Fig. 1: cell outlines without signal wires
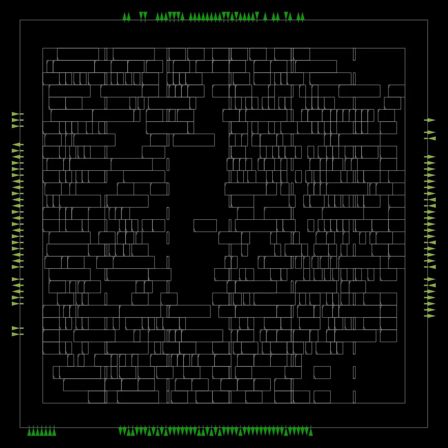
Fig. 2: cells colored by class
(3 px per um)
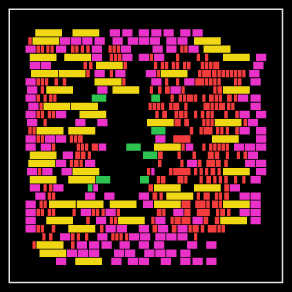
Fig. 3: sequential cells grouped by signal name
(6 px per um)
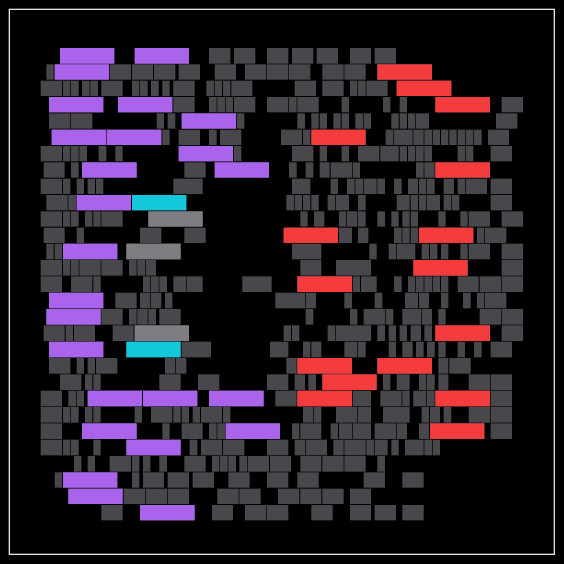
Fig. 4: wiring by layer
(4 px per um) Only two layers are drawn.
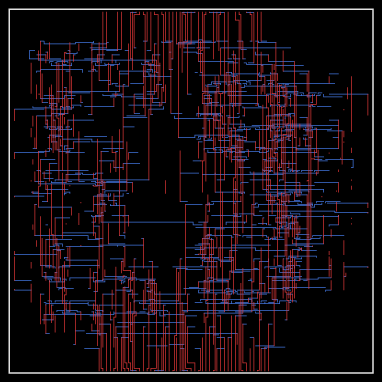
<file path="src/rtl/lc2k_pkg.sv">
// Shared LC2K definitions: opcode encodings, instruction field positions and the
// fetch-stage state encoding.
package lc2k_pkg;

  localparam logic [2:0] OP_ADD  = 3'b000;
  localparam logic [2:0] OP_NOR  = 3'b001;
  localparam logic [2:0] OP_LW   = 3'b010;
  localparam logic [2:0] OP_SW   = 3'b011;
  localparam logic [2:0] OP_BEQ  = 3'b100;
  localparam logic [2:0] OP_JALR = 3'b101;
  localparam logic [2:0] OP_HALT = 3'b110;
  localparam logic [2:0] OP_NOOP = 3'b111;

  localparam int FIELD_W    = 3;
  localparam int OPCODE_LSB = 22;
  localparam int REG_A_LSB  = 19;
  localparam int REG_B_LSB  = 16;
  localparam int DEST_LSB   = 0;
  localparam int OFFSET_LSB = 0;
  localparam int OFFSET_W   = 16;

  typedef enum logic [1:0] {
    ST_IDLE   = 2'd0,
    ST_FETCH  = 2'd1,
    ST_HOLD   = 2'd2,
    ST_HALTED = 2'd3
  } fetch_state_e;

  function automatic logic [31:0] sext_offset(input logic [OFFSET_W-1:0] off);
    return {{(32-OFFSET_W){off[OFFSET_W-1]}}, off};
  endfunction

endpackage

</file>
<file path="src/rtl/lc2k_field_decode.sv">
// Combinational split of an LC2K instruction word into its register/opcode
// fields and a sign-extended offset.
module lc2k_field_decode
  import lc2k_pkg::*;
(
  input  logic [31:0]        i_ir,
  output logic [FIELD_W-1:0] o_opcode,
  output logic [FIELD_W-1:0] o_reg_a,
  output logic [FIELD_W-1:0] o_reg_b,
  output logic [FIELD_W-1:0] o_dest,
  output logic [31:0]        o_offset_ext
);

  // Bits 31:25 carry no meaning in LC2K.
  logic w_unused_hi;
  assign w_unused_hi = ^i_ir[31:25];

  assign o_opcode     = i_ir[OPCODE_LSB +: FIELD_W];
  assign o_reg_a      = i_ir[REG_A_LSB  +: FIELD_W];
  assign o_reg_b      = i_ir[REG_B_LSB  +: FIELD_W];
  assign o_dest       = i_ir[DEST_LSB   +: FIELD_W];
  assign o_offset_ext = sext_offset(i_ir[OFFSET_LSB +: OFFSET_W]);

endmodule

</file>
<file path="src/rtl/lc2k_fetch_unit.sv">
// LC2K fetch stage: owns the PC, fetches over a req/ack handshake, holds the
// word in IR and presents decoded fields until downstream advances.
module lc2k_fetch_unit
  import lc2k_pkg::*;
#(
  parameter int ADDR_W = 16
) (
  input  logic              clk,
  input  logic              reset,
  output logic              imem_req,
  output logic [ADDR_W-1:0] imem_addr,
  input  logic              imem_ack,
  input  logic [31:0]       imem_rdata,
  input  logic              advance,
  input  logic              redirect_valid,
  input  logic [ADDR_W-1:0] redirect_pc,
  input  logic              halt,
  output logic              instr_valid,
  output logic [2:0]        opcode,
  output logic [2:0]        reg_a,
  output logic [2:0]        reg_b,
  output logic [2:0]        dest,
  output logic [31:0]       offset_ext,
  output logic [ADDR_W-1:0] pc,
  output logic [ADDR_W-1:0] pc_plus1,
  output logic              halted
);

  fetch_state_e      r_state;
  fetch_state_e      w_state_nxt;
  logic [ADDR_W-1:0] r_pc;
  logic [ADDR_W-1:0] w_pc_nxt;
  logic [ADDR_W-1:0] w_pc_plus1;
  logic [31:0]       r_ir;
  logic              w_ir_load;
  logic              r_imem_req;
  logic              r_instr_valid;
  logic              r_halted;

  assign w_pc_plus1 = r_pc + ADDR_W'(1);

  always_comb begin
    w_state_nxt = r_state;
    w_pc_nxt    = r_pc;
    w_ir_load   = 1'b0;
    case (r_state)
      ST_IDLE:  w_state_nxt = ST_FETCH;
      ST_FETCH: begin
        if (imem_ack) begin
          w_ir_load   = 1'b1;
          w_state_nxt = ST_HOLD;
        end
      end
      ST_HOLD: begin
        // Halt outranks a redirect presented in the same cycle.
        if (advance) begin
          if (halt) begin
            w_state_nxt = ST_HALTED;
          end else begin
            w_state_nxt = ST_FETCH;
            w_pc_nxt    = redirect_valid ? redirect_pc : w_pc_plus1;
          end
        end
      end
      ST_HALTED: w_state_nxt = ST_HALTED;
      default:   w_state_nxt = ST_IDLE;
    endcase
  end

  // Status outputs are registered from the next state so they carry no
  // combinational path from the inputs.
  always_ff @(posedge clk or posedge reset) begin
    if (reset) begin
      r_state       <= ST_IDLE;
      r_pc          <= '0;
      r_ir          <= '0;
      r_imem_req    <= 1'b0;
      r_instr_valid <= 1'b0;
      r_halted      <= 1'b0;
    end else begin
      r_state       <= w_state_nxt;
      r_pc          <= w_pc_nxt;
      if (w_ir_load) r_ir <= imem_rdata;
      r_imem_req    <= (w_state_nxt == ST_FETCH);
      r_instr_valid <= (w_state_nxt == ST_HOLD);
      r_halted      <= (w_state_nxt == ST_HALTED);
    end
  end

  lc2k_field_decode u_decode (
    .i_ir         (r_ir),
    .o_opcode     (opcode),
    .o_reg_a      (reg_a),
    .o_reg_b      (reg_b),
    .o_dest       (dest),
    .o_offset_ext (offset_ext)
  );

  assign imem_req    = r_imem_req;
  assign imem_addr   = r_pc;
  assign instr_valid = r_instr_valid;
  assign halted      = r_halted;
  assign pc          = r_pc;
  assign pc_plus1    = w_pc_plus1;

endmodule
</file>
<file path="config.mk">
export PLATFORM = sky130hd
export DESIGN_NAME = lc2k_fetch_unit
export DESIGN_NICKNAME = d
export VERILOG_FILES = /design/src/rtl/lc2k_pkg.sv /design/src/rtl/lc2k_field_decode.sv /design/src/rtl/lc2k_fetch_unit.sv
export SDC_FILE = /design/constraint.sdc
export NUM_CORES = 1
export LEC_CHECK = 0
export ABC_AREA = 1
export ABC_CLOCK_PERIOD_IN_PS = 2700
export CAP_MARGIN = 20
export CORE_MARGIN = 5
export CORE_UTILIZATION = 40
export DETAILED_ROUTE_END_ITERATION = 16
export PLACE_DENSITY = 0.82
export RECOVER_POWER = 100
export SYNTH_ARGS = -nofsm -noshare
export SYNTH_HDL_FRONTEND = slang
export SYNTH_SLANG_ARGS = --single-unit
</file>
<file path="constraint.sdc">
create_clock -name clk -period 2.7 [get_ports clk]
set_clock_uncertainty 0.05 [all_clocks]
set_input_delay 0.27 -clock clk [delete_from_list [all_inputs] [get_ports clk]]
set_output_delay 0.27 -clock clk [all_outputs]
set_load 0.01 [all_outputs]
</file>
==> results.txt <==
Figures from the implementation reports.

- The flow ran to the end, and the final reports show no timing, DRC or antenna violations.
- The insertion delay at the late pin of the worst-skew pair is 290 ps.
- The chip area in the Yosys report reads 0.002597 mm^2.
- The detailed-route vias per instance reads 4.597.
- The cell count after synthesis came out at 348.
- The maximum clock insertion buffer count is 2.
- The number of logged tool warnings reads 33.
- The part of the total power dissipated in the clock network is 10.4%.
- The fraction of synthesized area in multiplexers is 0%.
- In this run, the synthesized area fraction spent on adder and majority cells is recorded as 0.4817%.
- The netlist uses 24 different library cells.
- The detailed router's first-iteration violation count reads 62.
- The largest area contributor in the synthesized netlist is dfrtp_1.
- The met3 routing resource usage after global routing is 5.833%.
- The part of the cycle the worst path needs is 92.81%.
- The static power due to leakage is 1.946 nW.
- The endpoint of the worst hold-timing path reads r_ir[9]$_DFFE_PP0P_.
- The flip-flop count of the largest register, all copies and words added is 25.
- The main logic family after synthesis is simple AND/OR/NAND/NOR gates.
- The share of total power in sequential cells is 32.3%.
- The area growth from synthesis to layout is 49.52%.
- The proportion of final cell area spent on non-clock buffers reads 36.95%.
- The number of standard cells in the layout, taps in and fillers out reads 533.
- The leftover overflow at the end of global routing reads 0.
- The number of buffers created by CTS is 5.
- For this run, the slowest stage of the critical path takes 550 ps.
- The type of the worst setup path reads flip-flop to primary output.
- The clock buffer instance count of the final layout reads 5.
- The count of cells along the worst register-to-register path reads 6.
- The sum of met3 wire segment lengths after detailed routing reads 561 um.
- The count of inverters not on the clock network in the layout reads 26.
- The tightest min-delay check is of the flip-flop to flip-flop type.
- The maximum level of the CTS H-tree reads 2.
- Setup repair after global routing left no endpoint under its margin.
- The met1 track utilization from global routing is 17.06%.
- The number of warnings issued by yosys reads 0.
- Traced cell by cell, the critical path runs through ha_1 -> nand3_2 -> nor2_1 -> nand4_1 -> nand2_1 -> clkdlybuf4s50_1.
- The number of synthesized register bits is 46.
- The clock slew seen by the registers of the worst setup and hold paths reads 100 ps.
- The timing endpoint of the critical path reads pc_plus1[14].
- The timing report lists the critical path depth as 6 cells.
- The xor and xnor fraction of the mapped netlist area reads 2.938%.
- The fraction of area in multi-input gates reads 26.06%.
- The via count of the first global-routing pass is 2498.
- Clock network power for this build is 0.435 mW.
- After synthesis the cells add up to 0.002597 mm^2.
- The total net switching power is 1.735 mW.
- The wire length on met2 reads 3.813 mm.
- Entering global routing, the biggest net connects 28 pins.
- The cell area after placement is 0.003824 mm^2.
- The combinational cell fraction of total power is 57.3%.
- The register-to-register setup slack reads 800 ps.
- The end of the worst register-to-register path reads halted$_DFF_PP0_.
- The relative max-transition margin reads 39.06%.
- By count the netlist is led by nand2_1, dfrtp_1, buf_4, nor2_1, inv_1.
- The flow reported a cell area power density of 1076 mW/mm^2.
- The residual antenna-violating net count after detailed routing is 0.
- The final hold violation count is 0.
- The placed cell count reads 525.
- Switching power as a fraction of the total was reported as 41.53%.
- The global-route wire length before repair reads 11.73 mm.
- The die outline area reads 0.008206 mm^2.
- In the finished design the tool counted flip-flops and latches totalling 46.
- The total buffers and inverters traversed by the critical path reads 1.
- The most utilized layer in the global route result reads met2.
- The number of input and output port buffers inserted reads 141.
- The area share of and/or/nand/nor cells after synthesis reads 32.85%.
- The initial standard-cell utilization of the core reads 40.91%.
- The number of sinks on the clock net reads 46.
- The met2 layer usage reported by global route reads 33.54%.
- At the end of the flow, the number of nets in the layout was 510.
- Ranked by total cell area, the synthesized netlist is headed by dfrtp_1, nand2_1, buf_4.
- The data required time of the critical path reads 2380 ps.
- The multi-input logic area is 0.001012 mm^2.
- The number of flops mapped to enable cells by yosys is 0.
- According to the timing report, the critical path is launched from imem_addr[1]$_DFFE_PP0P_.
Notes on Fig. 1 above:
register share of the cell area: 29.64%
area of the placeable core: 0.006350 mm^2
number of fill cells in the layout: 554

Notes on Fig. 2 above:
Key: flops = yellow [cells 46]; other buffers and delay cells = magenta [cells 145]; combinational and other logic = red [cells 257]; clock drivers and dummy loads = green [cells 8]
fin area: 0.003884 mm^2
site row count: 29
Final Core Density: 61.16%

Notes on Fig. 3 above:
Key: r_ir = purple [placed flops 25]; r_state = cyan [placed flops 2]; imem_addr = red [placed flops 16]
Another 3 sequential cells are not colored.
Sequential Power: 1.35 mW
Register Area: 0.001151 mm^2

Notes on Fig. 4 above:
Key: metal 1 = blue [wire length 2580 um]; metal 2 = red [wire length 3810 um]
All-Layer GR Usage: 17.01%
aggregate routed wire length: 6.974 mm
WL per Instance: 13.08 um
total via count after detailed routing: 2450

No activity file was given, so power comes from the tool's default toggle rates.
